`config.mk`:
```
export PLATFORM = sky130hd
export DESIGN_NAME = data_memory_arbiter
export DESIGN_NICKNAME = d
export VERILOG_FILES = /design/src/rtl/data_memory_arbiter.sv
export SDC_FILE = /design/constraint.sdc
export NUM_CORES = 1
export LEC_CHECK = 0
export ABC_AREA = 1
export CORE_ASPECT_RATIO = 1.2
export CORE_MARGIN = 2
export CORE_UTILIZATION = 34
export CTS_CLUSTER_DIAMETER = 60
export DETAILED_ROUTE_END_ITERATION = 7
export GPL_ROUTABILITY_DRIVEN = 0
export PLACE_DENSITY = 0.63
export SYNTH_ARGS = -nofsm -noshare
export SYNTH_HDL_FRONTEND = slang
export SYNTH_SLANG_ARGS = --single-unit
```
`constraint.sdc`:
```
create_clock -name clock -period 2 [get_ports clock]
set_input_delay 0.4 -clock clock [delete_from_list [all_inputs] [get_ports clock]]
set_output_delay 0.4 -clock clock [all_outputs]
set_load 0.01 [all_outputs]
```
`src/rtl/data_memory_arbiter.sv`:
```
// Round-robin arbiter sharing a byte-wide synchronous data RAM between the CPU MEM stage (C)
// and the loader (L); each 32-bit word access runs as four big-endian byte beats.
module data_memory_arbiter #(
  parameter int DM_SIZE = 1024,
  parameter int ADDR_W  = 10
) (
  input  logic              clock,
  input  logic              reset,
  input  logic              c_req,
  input  logic              c_write,
  input  logic [31:0]       c_addr,
  input  logic [31:0]       c_wdata,
  output logic              c_done,
  output logic              c_err,
  output logic [31:0]       c_rdata,
  input  logic              l_req,
  input  logic              l_write,
  input  logic [31:0]       l_addr,
  input  logic [31:0]       l_wdata,
  output logic              l_done,
  output logic              l_err,
  output logic [31:0]       l_rdata,
  output logic              mem_en,
  output logic              mem_we,
  output logic [ADDR_W-1:0] mem_addr,
  output logic [7:0]        mem_wdata,
  input  logic [7:0]        mem_rdata
);

  typedef enum logic [1:0] {IDLE, XFER, RWAIT, DONE} state_t;

  localparam logic        PORT_C    = 1'b0;
  localparam logic        PORT_L    = 1'b1;
  localparam logic [31:0] LAST_WORD = 32'(DM_SIZE - 4);

  state_t              state_q, state_d;
  logic [1:0]          beat_q, beat_d;
  logic                last_q, last_d;
  logic                gnt_q, gnt_d;
  logic                wr_q, wr_d;
  logic                err_q, err_d;
  logic [ADDR_W-1:0]   addr_q, addr_d;
  logic [31:0]         wdata_q, wdata_d;
  logic [31:0]         asm_q, asm_d;
  logic                mem_en_q, mem_en_d;
  logic                mem_we_q, mem_we_d;
  logic [ADDR_W-1:0]   mem_addr_q, mem_addr_d;
  logic [7:0]          mem_wdata_q, mem_wdata_d;
  logic                c_done_q, c_done_d;
  logic                c_err_q, c_err_d;
  logic [31:0]         c_rdata_q, c_rdata_d;
  logic                l_done_q, l_done_d;
  logic                l_err_q, l_err_d;
  logic [31:0]         l_rdata_q, l_rdata_d;

  logic                grant_l;
  logic                sel_wr;
  logic [31:0]         sel_addr;
  logic [31:0]         sel_wdata;
  logic                bad_addr;
  logic [1:0]          nxt_beat;

  function automatic logic [7:0] word_byte(input logic [31:0] w, input logic [1:0] k);
    logic [7:0] b;
    case (k)
      2'd0:    b = w[31:24];
      2'd1:    b = w[23:16];
      2'd2:    b = w[15:8];
      default: b = w[7:0];
    endcase
    return b;
  endfunction

  function automatic logic [31:0] place_byte(input logic [31:0] w, input logic [1:0] k,
                                             input logic [7:0] b);
    logic [31:0] r;
    r = w;
    case (k)
      2'd0:    r[31:24] = b;
      2'd1:    r[23:16] = b;
      2'd2:    r[15:8]  = b;
      default: r[7:0]   = b;
    endcase
    return r;
  endfunction

  // Both requesting: the port that did not win last time gets the RAM.
  always_comb begin
    grant_l   = l_req && (!c_req || (last_q == PORT_C));
    sel_wr    = grant_l ? l_write : c_write;
    sel_addr  = grant_l ? l_addr  : c_addr;
    sel_wdata = grant_l ? l_wdata : c_wdata;
    bad_addr  = (sel_addr[1:0] != 2'b00) || (sel_addr > LAST_WORD);
    nxt_beat  = beat_q + 2'd1;
  end

  always_comb begin
    state_d     = state_q;
    beat_d      = beat_q;
    last_d      = last_q;
    gnt_d       = gnt_q;
    wr_d        = wr_q;
    err_d       = err_q;
    addr_d      = addr_q;
    wdata_d     = wdata_q;
    asm_d       = asm_q;
    mem_en_d    = 1'b0;
    mem_we_d    = 1'b0;
    mem_addr_d  = '0;
    mem_wdata_d = '0;
    c_done_d    = 1'b0;
    c_err_d     = 1'b0;
    c_rdata_d   = c_rdata_q;
    l_done_d    = 1'b0;
    l_err_d     = 1'b0;
    l_rdata_d   = l_rdata_q;

    case (state_q)
      IDLE: begin
        if (c_req || l_req) begin
          gnt_d   = grant_l;
          last_d  = grant_l;
          wr_d    = sel_wr;
          addr_d  = sel_addr[ADDR_W-1:0];
          wdata_d = sel_wdata;
          err_d   = bad_addr;
          beat_d  = 2'd0;
          if (bad_addr) begin
            state_d = DONE;
          end else begin
            state_d     = XFER;
            mem_en_d    = 1'b1;
            mem_we_d    = sel_wr;
            mem_addr_d  = sel_addr[ADDR_W-1:0];
            mem_wdata_d = sel_wdata[31:24];
          end
        end
      end
      XFER: begin
        // Read data lags its beat by one cycle, so beat k lands byte k-1.
        if (!wr_q && (beat_q != 2'd0)) begin
          asm_d = place_byte(asm_q, beat_q - 2'd1, mem_rdata);
        end
        if (beat_q == 2'd3) begin
          beat_d  = 2'd0;
          state_d = wr_q ? DONE : RWAIT;
        end else begin
          beat_d      = nxt_beat;
          mem_en_d    = 1'b1;
          mem_we_d    = wr_q;
          mem_addr_d  = addr_q + ADDR_W'(nxt_beat);
          mem_wdata_d = word_byte(wdata_q, nxt_beat);
        end
      end
      RWAIT: begin
        asm_d   = place_byte(asm_q, 2'd3, mem_rdata);
        state_d = DONE;
      end
      DONE: begin
        // A rejected address dwells one extra cycle here so its done lands in cycle 3.
        if (err_q && (beat_q == 2'd0)) begin
          beat_d = 2'd1;
        end else begin
          state_d = IDLE;
          beat_d  = 2'd0;
          if (gnt_q == PORT_L) begin
            l_done_d = 1'b1;
            l_err_d  = err_q;
            if (!wr_q && !err_q) l_rdata_d = asm_q;
          end else begin
            c_done_d = 1'b1;
            c_err_d  = err_q;
            if (!wr_q && !err_q) c_rdata_d = asm_q;
          end
        end
      end
      default: state_d = IDLE;
    endcase
  end

  always_ff @(posedge clock) begin
    if (reset) begin
      state_q     <= IDLE;
      beat_q      <= 2'd0;
      last_q      <= PORT_L;
      gnt_q       <= PORT_C;
      wr_q        <= 1'b0;
      err_q       <= 1'b0;
      addr_q      <= '0;
      wdata_q     <= '0;
      asm_q       <= '0;
      mem_en_q    <= 1'b0;
      mem_we_q    <= 1'b0;
      mem_addr_q  <= '0;
      mem_wdata_q <= '0;
      c_done_q    <= 1'b0;
      c_err_q     <= 1'b0;
      c_rdata_q   <= '0;
      l_done_q    <= 1'b0;
      l_err_q     <= 1'b0;
      l_rdata_q   <= '0;
    end else begin
      state_q     <= state_d;
      beat_q      <= beat_d;
      last_q      <= last_d;
      gnt_q       <= gnt_d;
      wr_q        <= wr_d;
      err_q       <= err_d;
      addr_q      <= addr_d;
      wdata_q     <= wdata_d;
      asm_q       <= asm_d;
      mem_en_q    <= mem_en_d;
      mem_we_q    <= mem_we_d;
      mem_addr_q  <= mem_addr_d;
      mem_wdata_q <= mem_wdata_d;
      c_done_q    <= c_done_d;
      c_err_q     <= c_err_d;
      c_rdata_q   <= c_rdata_d;
      l_done_q    <= l_done_d;
      l_err_q     <= l_err_d;
      l_rdata_q   <= l_rdata_d;
    end
  end

  assign c_done    = c_done_q;
  assign c_err     = c_err_q;
  assign c_rdata   = c_rdata_q;
  assign l_done    = l_done_q;
  assign l_err     = l_err_q;
  assign l_rdata   = l_rdata_q;
  assign mem_en    = mem_en_q;
  assign mem_we    = mem_we_q;
  assign mem_addr  = mem_addr_q;
  assign mem_wdata = mem_wdata_q;

endmodule
```
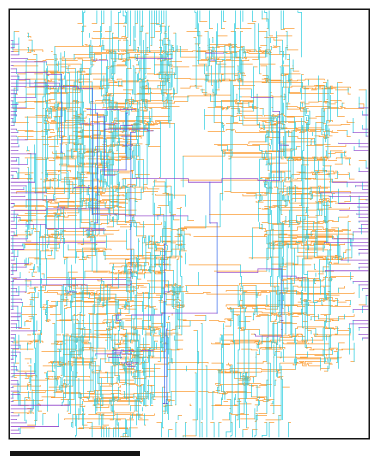
Fig. 1. Routed metal, one colour a layer.
Scale bar: 50 um.
legend:
  cyan:
    layer: metal 2
    wire_length: 10200 um
  purple:
    layer: metal 3
    wire_length: 1290 um
  orange:
    layer: metal 1
    wire_length: 8900 um
  blue:
    layer: metal 4
    wire_length: 416 um
WL final: 20840 um
Total Routing Usage GR: 18.71%
WL/cell: 13.98 um
via count: 7071

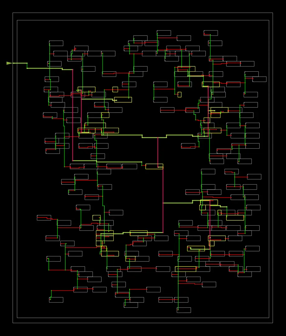
Fig. 2. Clock routing.
CTS Buf Count: 17
Clock Skew: 7.222 ps
Worst-Skew Late Latency: 430 ps
# clk buffers: 19
clk sink count: 170

==> flow_summary.ini <==
; generated from flow reports
[timing]
finalHoldViolCount = 0
setup_violations = 0
fin_setup_tns_ps = 0
max_slew_margin_pct = 70.52
whs_ps = 443.5
slew_viol_final = 0
min_period_over_period_pct = 93.52
fmax_mhz = 534.6
post-route-min-period_ps = 1870
tightest_slew_ps = 441.7
fin_ws_ps = 129.5

[finish]
diodes = 0
utilization_pct = 51.48
design_area_mm2 = 0.01083
final_cell_mix = 229 x clkdlybuf4s50_1, 168 x dfxtp_1, 138 x o21ai_0, 128 x inv_1, 122 x a21oi_1
drive_gt1_share_pct = 10.73
area_growth_pct = 48.55
nets = 1367
lay_top_count = clkdlybuf4s50_1

[critical_path]
path_class = flip-flop to flip-flop
critPathMaxStageDelay_ps = 320
crit_slowest_cell = dfxtp_2
crit_family = AND-OR/OR-AND gates
cp_max_fo = 11
crit_arrival_ps = 2230
critPathLaunchType = flip-flop
cp_data_required_time_ps = 2360
crit_buf_inv = 2
path_cells = buf_4 -> ha_1 -> nor2_1 -> inv_1 -> a31oi_1 -> o21ai_0 -> a21oi_2
cp-end-kind = flip-flop

[placement]
hpwl_um = 15590
placed_cell_area_mm2 = 0.01016
post-place-cells = 1457
place_worst_setup_slack_ps = -161.9

[logic_synthesis]
top_cells_by_count = 170 x dfxtp_1, 141 x o21ai_0, 130 x inv_1
synth_flop_count = 170
synth.distinct_cells = 32
ys_cells = 970
yosysWarnings = 0
top_cells_by_area = dfxtp_1 47%, o21ai_0 9.7%, a21oi_1 8.4%
netlist.area_leader.share_pct = 46.66
ys_chip_area_mm2 = 0.007293
synth-edff-count = 0
syn_inst = 970
syn-num-nets = 1128
top_area_cell = dfxtp_1
synthArstFlopShare_pct = 0
ff_type = dfxtp_1
syn_area_per_cell_um2 = 7.519
syn-cell-area_mm2 = 0.007293
top_cell = dfxtp_1
seq_area_frac_synth_pct = 46.66

[pwr]
p_leak_nw = 4.002
seqPwrFrac_pct = 39.7
ir_drop_mv = 0.5964
switchingPower_w = 0.003498
pwr-share-comb_pct = 29.8
switching_share_pct = 31.99
power.total_w = 0.01093
power.internal_w = 0.007436
p_clk_share_pct = 30.6
power_density_mw_per_mm2 = 1009

[floorplanning]
ios = 230
row_count = 58
core_mm2 = 0.02105
core_util_floorplan_pct = 34.66
dieArea_mm2 = 0.02264

[detailed_routing]
drt_iter0_markers = 369
dr.pass1.iters = 4
ant_nets = 0
drc_errors = 0
vias_per_cell = 4.742

[clocking]
cts.clk_slew.worst_paths_ps = 70
post_cts_buffers = 1
cts_root_buf = clkbuf_16
clk_path_buf_depth = 2
hold_buffers = 0
post_cts_resized = 5
htreeDepth = 4
tritoncts = yes

[outcome]
outcome = finished, final reports clean

[grt]
grt_pass1_wl_um = 33270
grt_start_max_net_pins = 68
overflow = 0
grt_pass1_vias = 6819
antenna_found_initial = 0

[flow_run]
log.warning_count = 37
maxCapViolCount = 0

[worst_hold_path]
hold_path.class = flip-flop to flip-flop
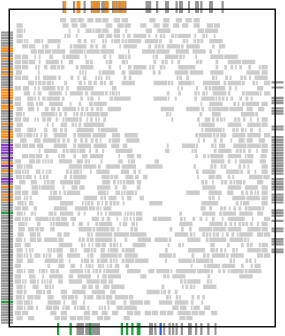
Fig. 3. I/O pins on the die edge.
Pins as bars across the die edge, other pins in grey.
legend:
  purple:
    port: mem_wdata
    pins: 8
    direction: output
    edge: left
  green:
    port: mem_addr
    pins: 10
    direction: output
    edge: 8 bottom, 2 left
  blue:
    port: l_err
    pins: 1
    direction: output
    edge: bottom
  orange:
    port: l_wdata
    pins: 32
    direction: input
    edge: 20 left, 12 top
all pins by edge: 112 left, 45 right, 39 top, 34 bottom
PortBufs: 229
Die Wd: 137.7 um
die span in y: 164.4 um

[final cells by class]
class / count / area [um2]
fillers: 2067 / 10210
flip-flops and latches: 170 / 3406
multi-input cells: 607 / 3179
repair buffers: 280 / 2816
inverters: 133 / 500.5
clock buffers: 19 / 452.9
well taps: 270 / 337.8
clock inverters: 12 / 141.4
[state kept, by name, indices dropped and copies added (netlist names)]
| name | count |
|---|---|
| mem_wdata | 8 |
| wdata_q | 32 |
| c_done | 1 |
| c_rdata | 32 |
| mem_addr | 10 |
| gnt_q | 1 |
| l_rdata | 32 |
| l_done | 1 |
| last_q | 1 |
| state_q | 2 |
| mem_en | 1 |
| err_q | 1 |
| mem_we | 1 |
| beat_q | 2 |
| l_err | 1 |
| wr_q | 1 |
| c_err | 1 |
| asm_q | 32 |
| addr_q | 10 |
[logic make-up after synthesis]
family          after synthesis  synth area share, %
compound gates              315                23.02
fa+ha+maj                    16                2.848
buf+inv                     193                10.65
flops                       170                46.66
simple gates                276                16.81
[metal layers]
metal  GRT usage (%)  up-vias  part of all wire [%]
li1                -     3656                     -
met1           22.88     3152                    43
met2           31.93      232                    49
met3           5.003       31                   6.2
met4           5.937        0                   2.0
met5               0        -                     0
[final timing paths]
| kind | start | to | slack [ps] | cells after the start |
|---|---|---|---|---|
| setup / recovery | beat_q[0] | mem_wdata[7] | 130 | 7 |
| hold / removal | c_rdata[16] | c_rdata[16] | 440 | 2 |
| setup reg to reg | beat_q[0] | mem_wdata[7] | 130 | 7 |
| hold reg to reg | c_rdata[16] | c_rdata[16] | 440 | 2 |
[power groups by stage]
stage	combinational, W	sequential [W]	clock [W]
after global placement	0.00315	0.00441	0
after floorplan	0.00165	0.00440	0
after CTS	0.00323	0.00434	0.00340
final	0.00326	0.00434	0.00334
after detailed placement	0.00318	0.00441	0
after global routing	0.00366	0.00442	0.00354
No activity file was given, so power comes from the tool's default toggle rates.
